--- config.mk ---
export PLATFORM = sky130hd
export DESIGN_NAME = icache_param_flat
export DESIGN_NICKNAME = d
export VERILOG_FILES = /design/src/rtl/icache_param_pkg.sv /design/src/rtl/icache_param_if.sv /design/src/rtl/icache_param_data_ram.sv /design/src/rtl/icache_param.sv /design/src/flat_wrapper.sv
export SDC_FILE = /design/constraint.sdc
export NUM_CORES = 2
export LEC_CHECK = 0
export ABC_AREA = 1
export ABC_CLOCK_PERIOD_IN_PS = 4700
export CORE_UTILIZATION = 40
export CTS_BUF_LIST = sky130_fd_sc_hd__clkbuf_16
export DETAILED_ROUTE_END_ITERATION = 12
export HOLD_SLACK_MARGIN = 0.12
export PLACE_DENSITY = 0.57
export SLEW_MARGIN = 20
export SYNTH_ARGS = -nofsm -noshare
export SYNTH_HDL_FRONTEND = slang
export SYNTH_SLANG_ARGS = --single-unit
--- constraint.sdc ---
create_clock -name CLK -period 4.7 [get_ports CLK]
set_clock_uncertainty 0.05 [all_clocks]
set_input_delay 0.94 -clock CLK [delete_from_list [all_inputs] [get_ports CLK]]
set_output_delay 0.94 -clock CLK [all_outputs]
set_load 0.005 [all_outputs]
--- src/rtl/icache_param_pkg.sv ---
// icache_param_pkg: shared types, default geometry and width helpers for the instruction cache
package icache_param_pkg;

    typedef logic [31:0] word_t;

    typedef enum logic {IDLE, FILL} icache_state_t;

    localparam int ICACHE_SETS        = 16;
    localparam int ICACHE_BLOCK_WORDS = 2;
    localparam int ICACHE_BYTE_W      = 2;
    localparam int ICACHE_OFF_W       = $clog2(ICACHE_BLOCK_WORDS);
    localparam int ICACHE_IDX_W       = $clog2(ICACHE_SETS);
    localparam int ICACHE_TAG_W       = 32 - ICACHE_BYTE_W - ICACHE_OFF_W - ICACHE_IDX_W;

    typedef struct packed {
        logic                                valid;
        logic [ICACHE_TAG_W-1:0]             tag;
        word_t [ICACHE_BLOCK_WORDS-1:0]      data;
    } icache_line_t;

    function automatic int icache_tag_w(input int sets, input int words);
        return 32 - ICACHE_BYTE_W - $clog2(words) - $clog2(sets);
    endfunction

endpackage

--- src/rtl/icache_param_if.sv ---
// icache_param_if: fetch-side and memory-side handshake bundle of the instruction cache
interface icache_param_if;
    import icache_param_pkg::*;

    logic  imemREN;
    word_t imemaddr;
    logic  ihit;
    word_t imemload;
    logic  iREN;
    word_t iaddr;
    logic  iwait;
    word_t iload;

    modport slave (
        input  imemREN, imemaddr, iwait, iload,
        output ihit, imemload, iREN, iaddr
    );

    modport master (
        output imemREN, imemaddr, iwait, iload,
        input  ihit, imemload, iREN, iaddr
    );
endinterface

--- src/rtl/icache_param_data_ram.sv ---
// icache_data_ram: line data storage, written one word per fill beat, read combinationally
module icache_data_ram
    import icache_param_pkg::*;
#(
    parameter int IDX_W = 4,
    parameter int OFF_W = 1
) (
    input  logic             clk,
    input  logic             we,
    input  logic [IDX_W-1:0] widx,
    input  logic [OFF_W-1:0] woff,
    input  word_t            wdata,
    input  logic [IDX_W-1:0] ridx,
    input  logic [OFF_W-1:0] roff,
    output word_t            rdata
);

    word_t mem_q [1 << (IDX_W + OFF_W)];

    // store the memory word accepted on this fill beat
    always_ff @(posedge clk) begin
        if (we) mem_q[{widx, woff}] <= wdata;
    end

    assign rdata = mem_q[{ridx, roff}];

endmodule

--- src/rtl/icache_param.sv ---
// icache_param: direct-mapped read-only instruction cache with block fill, invalidate-all and hit/miss counters
module icache_param
    import icache_param_pkg::*;
#(
    parameter int SETS        = 16,
    parameter int BLOCK_WORDS = 2,
    parameter int CNT_W       = 32
) (
    input  logic             CLK,
    input  logic             RST,
    icache_param_if.slave    bus,
    input  logic             inv,
    output logic [CNT_W-1:0] hit_cnt,
    output logic [CNT_W-1:0] miss_cnt
);

    localparam int OFF_B = $clog2(BLOCK_WORDS);
    localparam int OFF_W = OFF_B > 0 ? OFF_B : 1;
    localparam int IDX_W = $clog2(SETS);
    localparam int TAG_W = icache_tag_w(SETS, BLOCK_WORDS);
    localparam logic [OFF_W-1:0] LAST = OFF_W'(BLOCK_WORDS - 1);

    icache_state_t    state_q, state_d;
    logic [OFF_W-1:0] cnt_q, cnt_d;
    logic [TAG_W-1:0] mtag_q, mtag_d;
    logic [IDX_W-1:0] midx_q, midx_d;
    logic [SETS-1:0]  valid_q, valid_d;
    logic [TAG_W-1:0] tag_q [SETS];
    logic [TAG_W-1:0] tag_d [SETS];
    logic [CNT_W-1:0] hit_cnt_q, hit_cnt_d;
    logic [CNT_W-1:0] miss_cnt_q, miss_cnt_d;

    logic [TAG_W-1:0] req_tag;
    logic [IDX_W-1:0] req_idx;
    logic [OFF_W-1:0] req_off;
    logic             hit;
    logic             beat;
    word_t            rdata;
    logic             byte_sel_unused;

    assign req_tag         = bus.imemaddr[31 -: TAG_W];
    assign req_idx         = bus.imemaddr[2 + OFF_B +: IDX_W];
    assign req_off         = OFF_B > 0 ? bus.imemaddr[2 +: OFF_W] : '0;
    assign byte_sel_unused = ^bus.imemaddr[1:0];

    icache_data_ram #(
        .IDX_W (IDX_W),
        .OFF_W (OFF_W)
    ) u_ram (
        .clk   (CLK),
        .we    (beat),
        .widx  (midx_q),
        .woff  (cnt_q),
        .wdata (bus.iload),
        .ridx  (req_idx),
        .roff  (req_off),
        .rdata (rdata)
    );

    // lookup, fill sequencing, invalidate and saturating counters
    always_comb begin
        hit        = state_q == IDLE && bus.imemREN && !inv && valid_q[req_idx] && tag_q[req_idx] == req_tag;
        beat       = state_q == FILL && !bus.iwait && !inv;
        state_d    = state_q;
        cnt_d      = cnt_q;
        mtag_d     = mtag_q;
        midx_d     = midx_q;
        valid_d    = valid_q;
        tag_d      = tag_q;
        hit_cnt_d  = (hit && hit_cnt_q != '1) ? hit_cnt_q + CNT_W'(1) : hit_cnt_q;
        miss_cnt_d = miss_cnt_q;
        if (inv) begin
            valid_d = '0;
            state_d = IDLE;
            cnt_d   = '0;
        end else if (state_q == IDLE) begin
            if (bus.imemREN && !hit) begin
                mtag_d     = req_tag;
                midx_d     = req_idx;
                cnt_d      = '0;
                miss_cnt_d = miss_cnt_q != '1 ? miss_cnt_q + CNT_W'(1) : miss_cnt_q;
                state_d    = FILL;
            end
        end else if (!bus.iwait) begin
            cnt_d = cnt_q + OFF_W'(1);
            if (cnt_q == LAST) begin
                tag_d[midx_q]   = mtag_q;
                valid_d[midx_q] = 1'b1;
                state_d         = IDLE;
            end
        end
        bus.ihit     = hit;
        bus.imemload = hit ? rdata : '0;
        bus.iREN     = state_q == FILL;
        bus.iaddr    = state_q == FILL ? ({mtag_q, midx_q, {(OFF_B + 2){1'b0}}} | (32'(cnt_q) << 2)) : '0;
    end

    // state registers with synchronous reset clearing every valid bit
    always_ff @(posedge CLK) begin
        if (RST) begin
            state_q    <= IDLE;
            cnt_q      <= '0;
            mtag_q     <= '0;
            midx_q     <= '0;
            valid_q    <= '0;
            tag_q      <= '{default: '0};
            hit_cnt_q  <= '0;
            miss_cnt_q <= '0;
        end else begin
            state_q    <= state_d;
            cnt_q      <= cnt_d;
            mtag_q     <= mtag_d;
            midx_q     <= midx_d;
            valid_q    <= valid_d;
            tag_q      <= tag_d;
            hit_cnt_q  <= hit_cnt_d;
            miss_cnt_q <= miss_cnt_d;
        end
    end

    assign hit_cnt  = hit_cnt_q;
    assign miss_cnt = miss_cnt_q;

endmodule

--- src/flat_wrapper.sv ---
// flat-port wrapper written by rule: the top's interface ports become plain ports
module icache_param_flat import icache_param_pkg::*;
#(
    parameter int SETS        = 16,
    parameter int BLOCK_WORDS = 2,
    parameter int CNT_W       = 32
)
  (CLK, RST, inv, hit_cnt, miss_cnt, bus_imemREN, bus_imemaddr, bus_iwait, bus_iload, bus_ihit, bus_imemload, bus_iREN, bus_iaddr);
  icache_param_if bus_i ();
  input  logic CLK;
  input  logic RST;
  input  logic inv;
  output logic [CNT_W-1:0] hit_cnt;
  output logic [CNT_W-1:0] miss_cnt;
  input wire logic [$bits(bus_i.imemREN)-1:0] bus_imemREN;
  input wire logic [$bits(bus_i.imemaddr)-1:0] bus_imemaddr;
  input wire logic [$bits(bus_i.iwait)-1:0] bus_iwait;
  input wire logic [$bits(bus_i.iload)-1:0] bus_iload;
  output wire logic [$bits(bus_i.ihit)-1:0] bus_ihit;
  output wire logic [$bits(bus_i.imemload)-1:0] bus_imemload;
  output wire logic [$bits(bus_i.iREN)-1:0] bus_iREN;
  output wire logic [$bits(bus_i.iaddr)-1:0] bus_iaddr;
  assign bus_i.imemREN = bus_imemREN;
  assign bus_i.imemaddr = bus_imemaddr;
  assign bus_i.iwait = bus_iwait;
  assign bus_i.iload = bus_iload;
  assign bus_ihit = bus_i.ihit;
  assign bus_imemload = bus_i.imemload;
  assign bus_iREN = bus_i.iREN;
  assign bus_iaddr = bus_i.iaddr;
  icache_param #(.SETS(SETS), .BLOCK_WORDS(BLOCK_WORDS), .CNT_W(CNT_W)) u_core (.CLK(CLK), .RST(RST), .bus(bus_i), .inv(inv), .hit_cnt(hit_cnt), .miss_cnt(miss_cnt));
endmodule
**Metal 2**

Drawn at 1 px/um.
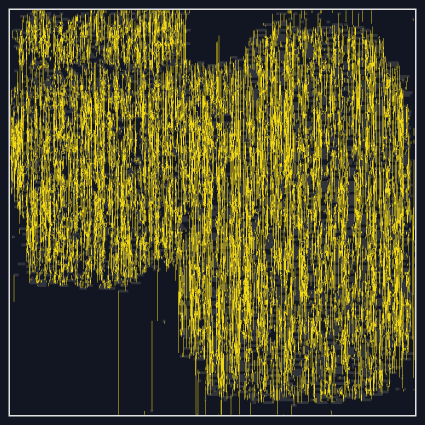
The layer carries 98.5 mm of wire. The longest straight run is 125 um.
Total Wirelength: 207000 um
total number of vias: 50422
met2 Usage GRT: 40.7%

**Zoomed window**

Window x 182 to 222, y 263 to 303 um. Cells in grey, sequential cells in the stronger grey; small squares are vias.
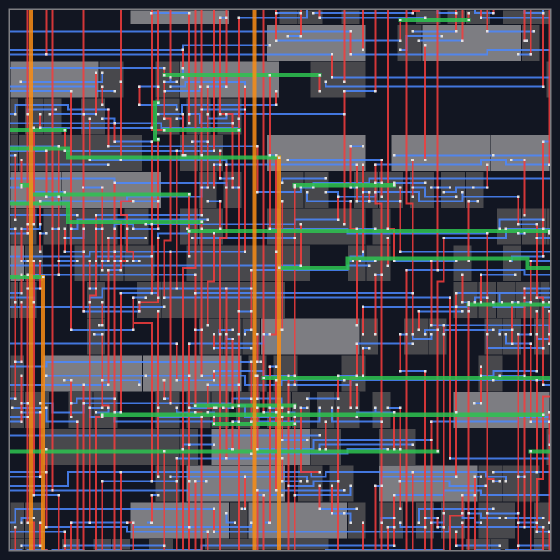
Key: red = M2; orange = M4; blue = M1; green = M3
Sequential cells in the window: 18. 114 logic cells have their middle in the window. Most frequent: nand2_1 (24), a21oi_1 (18), dfxtp_1 (18). Netlist names of flops here include u_core.tag_q (16), u_core.valid_q (2).

**Congestion heat map**

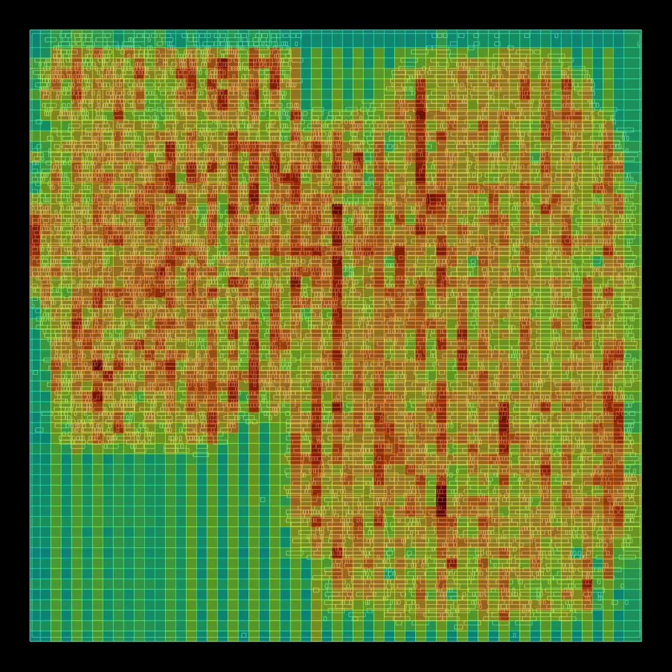
global-route usage over all layers: 24.8%
utilization after layout: 48.1%
GRT met1 Usage: 34.2%
busiest layer in global routing: met2
met3 Track Usage GR: 3.49%

**Sequential cells grouped by signal name**

Drawn at 1 px/um. Other sequential cells in the stronger grey, the rest of the logic in the fainter grey.
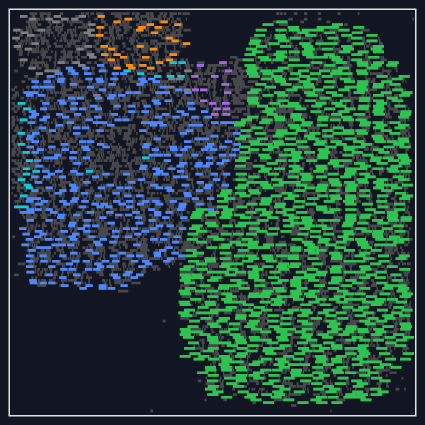
Key: cyan = u_core.mtag_q [placed flops 25]; green = u_core.u_ram.mem_q [placed flops 1024]; purple = u_core.valid_q [placed flops 16, where top centre]; orange = u_core.hit_cnt [placed flops 32]; blue = u_core.tag_q [placed flops 400]
Another 38 sequential cells are not coloured.
Seq group: 14.4 mW
register share of the cell area: 52.9%

==> ci_impl_report.md <==
### Flow metrics

| Metric | Value |
|---|---|
| Status | finished, violations left |
| Failing checks | setup timing |
| Synth area leader | edfxtp_1 |
| DP Worst Slack | -839 ps |
| Initial DRC Count | 5309 |
| Slowest stage delay, CP | 510 ps |
| Warnings from Yosys | 0 |
| Residual DRC | 0 |
| OpenROAD warnings | 35 |
| Synth Seq Share | 63.1% |
| Latency at later pin | 790 ps |
| Final setup viols | 23 |
| Synth Area per Inst | 9.73 sq um |
| Clk pin slew, worst setup/hold paths | 60 ps |
| Post-synth regs | 1535 |
| Critical path depth in cells | 19 |
| Share of post-route cells with drive strength above 1 | 10.7% |
| Post-Layout Cell Count | 9188 |
| Post-DR wirelength/cell | 22.5 um |
| Setup ws final | -194 ps |
| CTS tree | yes |
| Worst-margin pin slew | 1100 ps |
| Top cell excl fill/tap | nand2_1 |
| Power after layout | 28.6 mW |
| Period utilization | 104% |
| Max Root-Sink Buffers | 3 |
| Worst R2R Start | u_core.bus.iREN |
| Max Cap Viol | 0 |
| Core Area | 161000 sq um |
| Max reg flops | 1024 |
| Synth cell types | 46 |
| CTS Buf Count | 166 |
| RSZ-0062 raised after global routing | true |
| Final ANT Viol Nets | 0 |
| Cell family with most CP delay | buffers and inverters |
| Setup TNS | -1790 ps |
| H-tree levels | 4 |
| Avg Vias per Cell | 5.49 |
| Crit Path Class | in2out |
| Crit-path slowest cell | clkdlybuf4s50_1 |
## where the power goes
part / switching [mW] / internal, mW / leakage, nW
Clock: 5.43 / 6.77 / 2.61
Combinational: 1.28 / 0.647 / 12.3
Sequential: 0.0353 / 14.4 / 13.3
Total: 6.74 / 21.8 / 28.2
## cells by family (layout without fill, tap and decap cells)
| group | after synthesis | count (layout) | share of synthesized area (%) |
|---|---|---|---|
| XOR/XNOR | 29 | 29 | 0.391 |
| other | 1 | 9 | 0.00577 |
| AND-OR/OR-AND | 1814 | 1814 | 15.9 |
| AND/OR/NAND/NOR | 2328 | 2328 | 14.7 |
| flip-flops | 1535 | 1535 | 63.1 |
| adder cells (fa/ha/maj) | 2 | 2 | 0.0385 |
| buffers and inverters | 964 | 1311 | 5.91 |
## layer usage
layer | track usage, % | up-vias | wire length [um] | share of wire, %
li1 | - | 23690 | - | -
met1 | 34.2 | 24736 | 90400 | 44
met2 | 40.7 | 1706 | 98500 | 48
met3 | 3.49 | 284 | 13300 | 6.4
met4 | 6.81 | 6 | 4700 | 2.3
met5 | 0 | - | 47 | 0.023
## final cells by class
cell class	count	share of cell area, %
inverter	464	2.32
tap	2160	3.49
clock buffer	170	5.49
sequential	1535	52.9
clock inverter	122	1.00
multi-input combinational	4175	26.7
timing repair buffer	555	8.07
antenna	7	0.0226
## tightest hold or removal path: cells and delay by family (launching register included)
family / cells / cell delay, ps
buf+inv: 1 / 60
flops: 1 / 300
compound gates: 1 / 50
## what timing repair did
action                                  CTS  global route
pin swaps                                13            16
cloned                                    3             5
setup buffers                            14             8
gates resized                           125            52
endpoints found under the setup margin   33            31
Power is estimated from default activity; no workload was simulated.
